**config.mk**
```make
export PLATFORM = sky130hd
export DESIGN_NAME = div_seq
export DESIGN_NICKNAME = d
export VERILOG_FILES = /design/src/rtl/div_seq.sv
export SDC_FILE = /design/constraint.sdc
export NUM_CORES = 1
export LEC_CHECK = 0
export CAP_MARGIN = 20
export CORE_UTILIZATION = 58
export DETAILED_ROUTE_END_ITERATION = 12
export PLACE_DENSITY = 0.81
export SLEW_MARGIN = 20
export SYNTH_ARGS = -nofsm -noshare
export SYNTH_HDL_FRONTEND = slang
export SYNTH_SLANG_ARGS = --single-unit
```
**constraint.sdc**
```tcl
create_clock -name clk -period 5.9 [get_ports clk]
set_input_delay 0.885 -clock clk [delete_from_list [all_inputs] [get_ports clk]]
set_output_delay 0.885 -clock clk [all_outputs]
set_load 0.01 [all_outputs]
```
**src/rtl/div_seq.sv**
```systemverilog
// Multi-cycle restoring divider for DIV/DIVU: one quotient bit per cycle,
// stalls EX until {remainder, quotient} is ready for the HI/LO write.
module div_seq #(
  parameter int WIDTH = 32
) (
  input  logic               clk,
  input  logic               rst,
  input  logic               start_i,
  input  logic               annul_i,
  input  logic               signed_div_i,
  input  logic [WIDTH-1:0]   opdata1_i,
  input  logic [WIDTH-1:0]   opdata2_i,
  output logic [2*WIDTH-1:0] result_o,
  output logic               ready_o,
  output logic               stallreq_o
);

  localparam int CW = $clog2(WIDTH + 1);

  typedef enum logic [1:0] {ST_IDLE, ST_BYZERO, ST_ON, ST_END} state_t;

  state_t               state_reg, state_next;
  logic [CW-1:0]        cnt_reg, cnt_next;
  logic [WIDTH-1:0]     rem_reg, rem_next;
  logic [WIDTH-1:0]     quo_reg, quo_next;
  logic [WIDTH-1:0]     divisor_reg, divisor_next;
  logic                 neg1_reg, neg1_next;
  logic                 neg2_reg, neg2_next;
  logic [2*WIDTH-1:0]   result_reg, result_next;
  logic                 ready_reg, ready_next;

  logic                 accept, abort, last_iter;
  logic [WIDTH-1:0]     abs1, abs2;
  logic [WIDTH:0]       shifted;
  logic [WIDTH-1:0]     sub;
  logic                 fits;
  logic [WIDTH-1:0]     rem_step, quo_step, rem_fix, quo_fix;

  assign accept    = start_i & ~annul_i;
  assign abort     = annul_i | ~start_i;
  assign last_iter = (cnt_reg == CW'(WIDTH - 1));

  // Negating the most negative value wraps to itself, which is exactly its
  // unsigned magnitude, so no special case is needed.
  assign abs1 = (signed_div_i && opdata1_i[WIDTH-1]) ? -opdata1_i : opdata1_i;
  assign abs2 = (signed_div_i && opdata2_i[WIDTH-1]) ? -opdata2_i : opdata2_i;

  // quo_reg doubles as the dividend shift register: dividend bits leave at the
  // top while quotient bits enter at the bottom.
  assign shifted  = {rem_reg, quo_reg[WIDTH-1]};
  assign fits     = (shifted >= {1'b0, divisor_reg});
  assign sub      = shifted[WIDTH-1:0] - divisor_reg;
  assign rem_step = fits ? sub : shifted[WIDTH-1:0];
  assign quo_step = {quo_reg[WIDTH-2:0], fits};
  assign quo_fix  = (neg1_reg ^ neg2_reg) ? -quo_step : quo_step;
  assign rem_fix  = neg1_reg ? -rem_step : rem_step;

  always_ff @(posedge clk or posedge rst) begin
    if (rst) begin
      state_reg   <= ST_IDLE;
      cnt_reg     <= '0;
      rem_reg     <= '0;
      quo_reg     <= '0;
      divisor_reg <= '0;
      neg1_reg    <= 1'b0;
      neg2_reg    <= 1'b0;
      result_reg  <= '0;
      ready_reg   <= 1'b0;
    end else begin
      state_reg   <= state_next;
      cnt_reg     <= cnt_next;
      rem_reg     <= rem_next;
      quo_reg     <= quo_next;
      divisor_reg <= divisor_next;
      neg1_reg    <= neg1_next;
      neg2_reg    <= neg2_next;
      result_reg  <= result_next;
      ready_reg   <= ready_next;
    end
  end

  always_comb begin
    state_next = state_reg;
    case (state_reg)
      ST_IDLE:   if (accept) state_next = (opdata2_i == '0) ? ST_BYZERO : ST_ON;
      ST_BYZERO: state_next = abort ? ST_IDLE : ST_END;
      ST_ON: begin
        if (abort)          state_next = ST_IDLE;
        else if (last_iter) state_next = ST_END;
      end
      ST_END:    if (!start_i) state_next = ST_IDLE;
      default:   state_next = ST_IDLE;
    endcase
  end

  always_comb begin
    cnt_next     = cnt_reg;
    rem_next     = rem_reg;
    quo_next     = quo_reg;
    divisor_next = divisor_reg;
    neg1_next    = neg1_reg;
    neg2_next    = neg2_reg;
    result_next  = result_reg;
    ready_next   = ready_reg;
    case (state_reg)
      ST_IDLE: begin
        result_next = '0;
        ready_next  = 1'b0;
        cnt_next    = '0;
        if (accept && opdata2_i != '0) begin
          rem_next     = '0;
          quo_next     = abs1;
          divisor_next = abs2;
          neg1_next    = signed_div_i & opdata1_i[WIDTH-1];
          neg2_next    = signed_div_i & opdata2_i[WIDTH-1];
        end
      end
      ST_BYZERO: begin
        result_next = '0;
        ready_next  = ~abort;
        cnt_next    = '0;
      end
      ST_ON: begin
        if (abort) begin
          result_next = '0;
          ready_next  = 1'b0;
          cnt_next    = '0;
        end else begin
          rem_next = rem_step;
          quo_next = quo_step;
          cnt_next = cnt_reg + 1'b1;
          if (last_iter) begin
            result_next = {rem_fix, quo_fix};
            ready_next  = 1'b1;
          end
        end
      end
      ST_END: begin
        if (!start_i) begin
          result_next = '0;
          ready_next  = 1'b0;
        end
      end
      default: begin
        result_next = '0;
        ready_next  = 1'b0;
      end
    endcase
  end

  assign result_o   = result_reg;
  assign ready_o    = ready_reg;
  assign stallreq_o = start_i & ~ready_reg & ~annul_i;

endmodule

```
met4.png
Bar = 50 um.
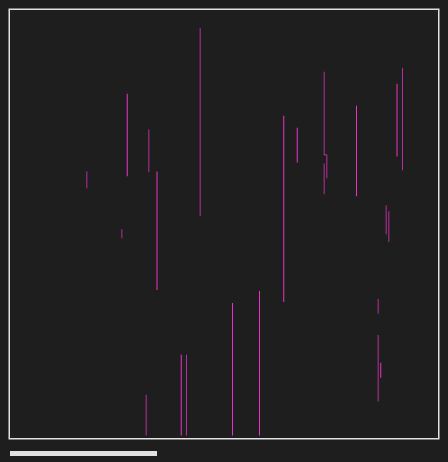
The wires run mostly vertical. The layer carries 580 um of wire.

clock_map.png
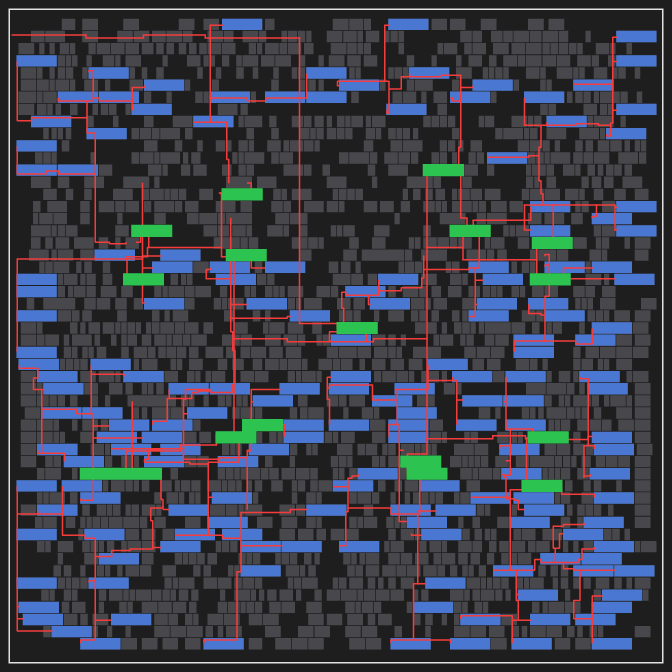
cells driving clock nets: shown in green, count 17. flip-flops: shown in blue, count 171. clock wires: shown in red, length 2290 um.
There are 18 routed clock nets. Position of the flops: all over the die.

==> results.txt <==
Observations from the implementation run.

Status:
- The flow ran to the end, and the final reports show no timing, DRC or antenna violations.

Synthesis:
- The area recorded from the Yosys report for this design is 12000 um^2.
- After synthesis, the cell types taking the most area are sky130_fd_sc_hd__dfrtp_1, sky130_fd_sc_hd__o21ai_0, sky130_fd_sc_hd__nand2_1.
- The area fraction of the largest cell type after synthesis is 0.356.
- In this run, the synthesized area fraction spent on adder and majority cells is recorded as 0.0443.
- The run gives the share of the synthesized netlist area taken by xor and xnor gates as 0.100.

Setup path:
- The run puts the number of gates on the worst path with buffers counted at 15.
- The timing report attributes the biggest portion of critical-path delay to AND-OR/OR-AND gates.
- The run gives the minimum setup slack among reg-to-reg paths as ~0.79 ns.
- STA classifies the critical path startpoint as a register.
- For the worst flop-to-flop path, the logic depth is 15.
- The launch point of the critical path was reported as rem_reg[19].
- The run gives the worst endpoint data arrival time as approximately 5.4 ns.
- The run gives the longest individual stage delay on the worst path as 0.53 ns.
- The run gives the count of buffer and inverter cells on the critical path as 0.

Global routing:
- The run puts the met1 usage at 0.497.
- The run gives the number of global-route vias before repair as 10700.
- Global routing put the most usage on met2.
- The run gives the overflow left after global routing as 0.
- met3 track demand over resource after global routing is 0.0556.

Final timing:
- The run puts the final clock period utilization by the worst path at 0.866.
- The run gives the tightest hold margin as 0.478 ns.
- In the final run the clock tree shows a worst skew of around 0.016 ns.
- The run puts the max-slew violation count at 0.

Clock tree:
- The run puts the count of instances resized after the clock tree is built at 0.
- The run gives the number of buffers inserted during clock tree synthesis as 17.
- The H-tree generated during clock tree synthesis spans 4 levels.

Placement:
- The run gives the minimum setup slack after placement as 0.969 ns.

Die:
- Measured along the y axis, the die boundary spans 146 um.
- The run gives the x dimension of the die as 146 um.
- The initialized floorplan defines between 50 and 60 standard-cell rows.

Power and ir drop:
- The run gives the power density of the placed cells as 410 nW/um^2.
- The power report lists the combinational group at 0.00292 W.
- The run gives the total internal power as approximately 0.0031 W.

Run:
- Warnings raised by the tools during the run amount to 29.

Detailed routing:
- The pre-antenna-repair detailed-routing pass consisted of 5 iterations.

Layout:
- The run puts the multi-input combinational cell count at roughly 1200.
- Counting only logic cells after layout, the most numerous master is sky130_fd_sc_hd__nand2_1.
- The run gives the multi-input logic area as approximately 7300 um^2.
- The run puts the number of flip-flops in the largest register at 64.
- Ranked by total area, the top cell class in this layout is logic gates.
- The run puts the register area at 4280 um^2.
drive_strength.png
Bar = 50 um.
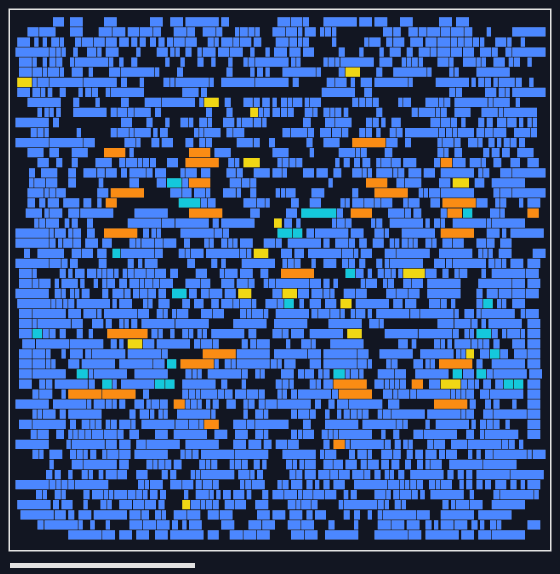
drive 1 or less: shown in blue, cells 1534, share 96%. drive 2: shown in yellow, cells 17, share 1.1%. drive 6 and up: shown in orange, cells 31, share 1.9%. drive 3 to 4: shown in cyan, cells 24, share 1.5%.
worst-case setup margin in the final layout: 0.788 ns
final cell area excluding filler cells: 14200 um^2

No activity file was given, so power comes from the tool's default toggle rates.
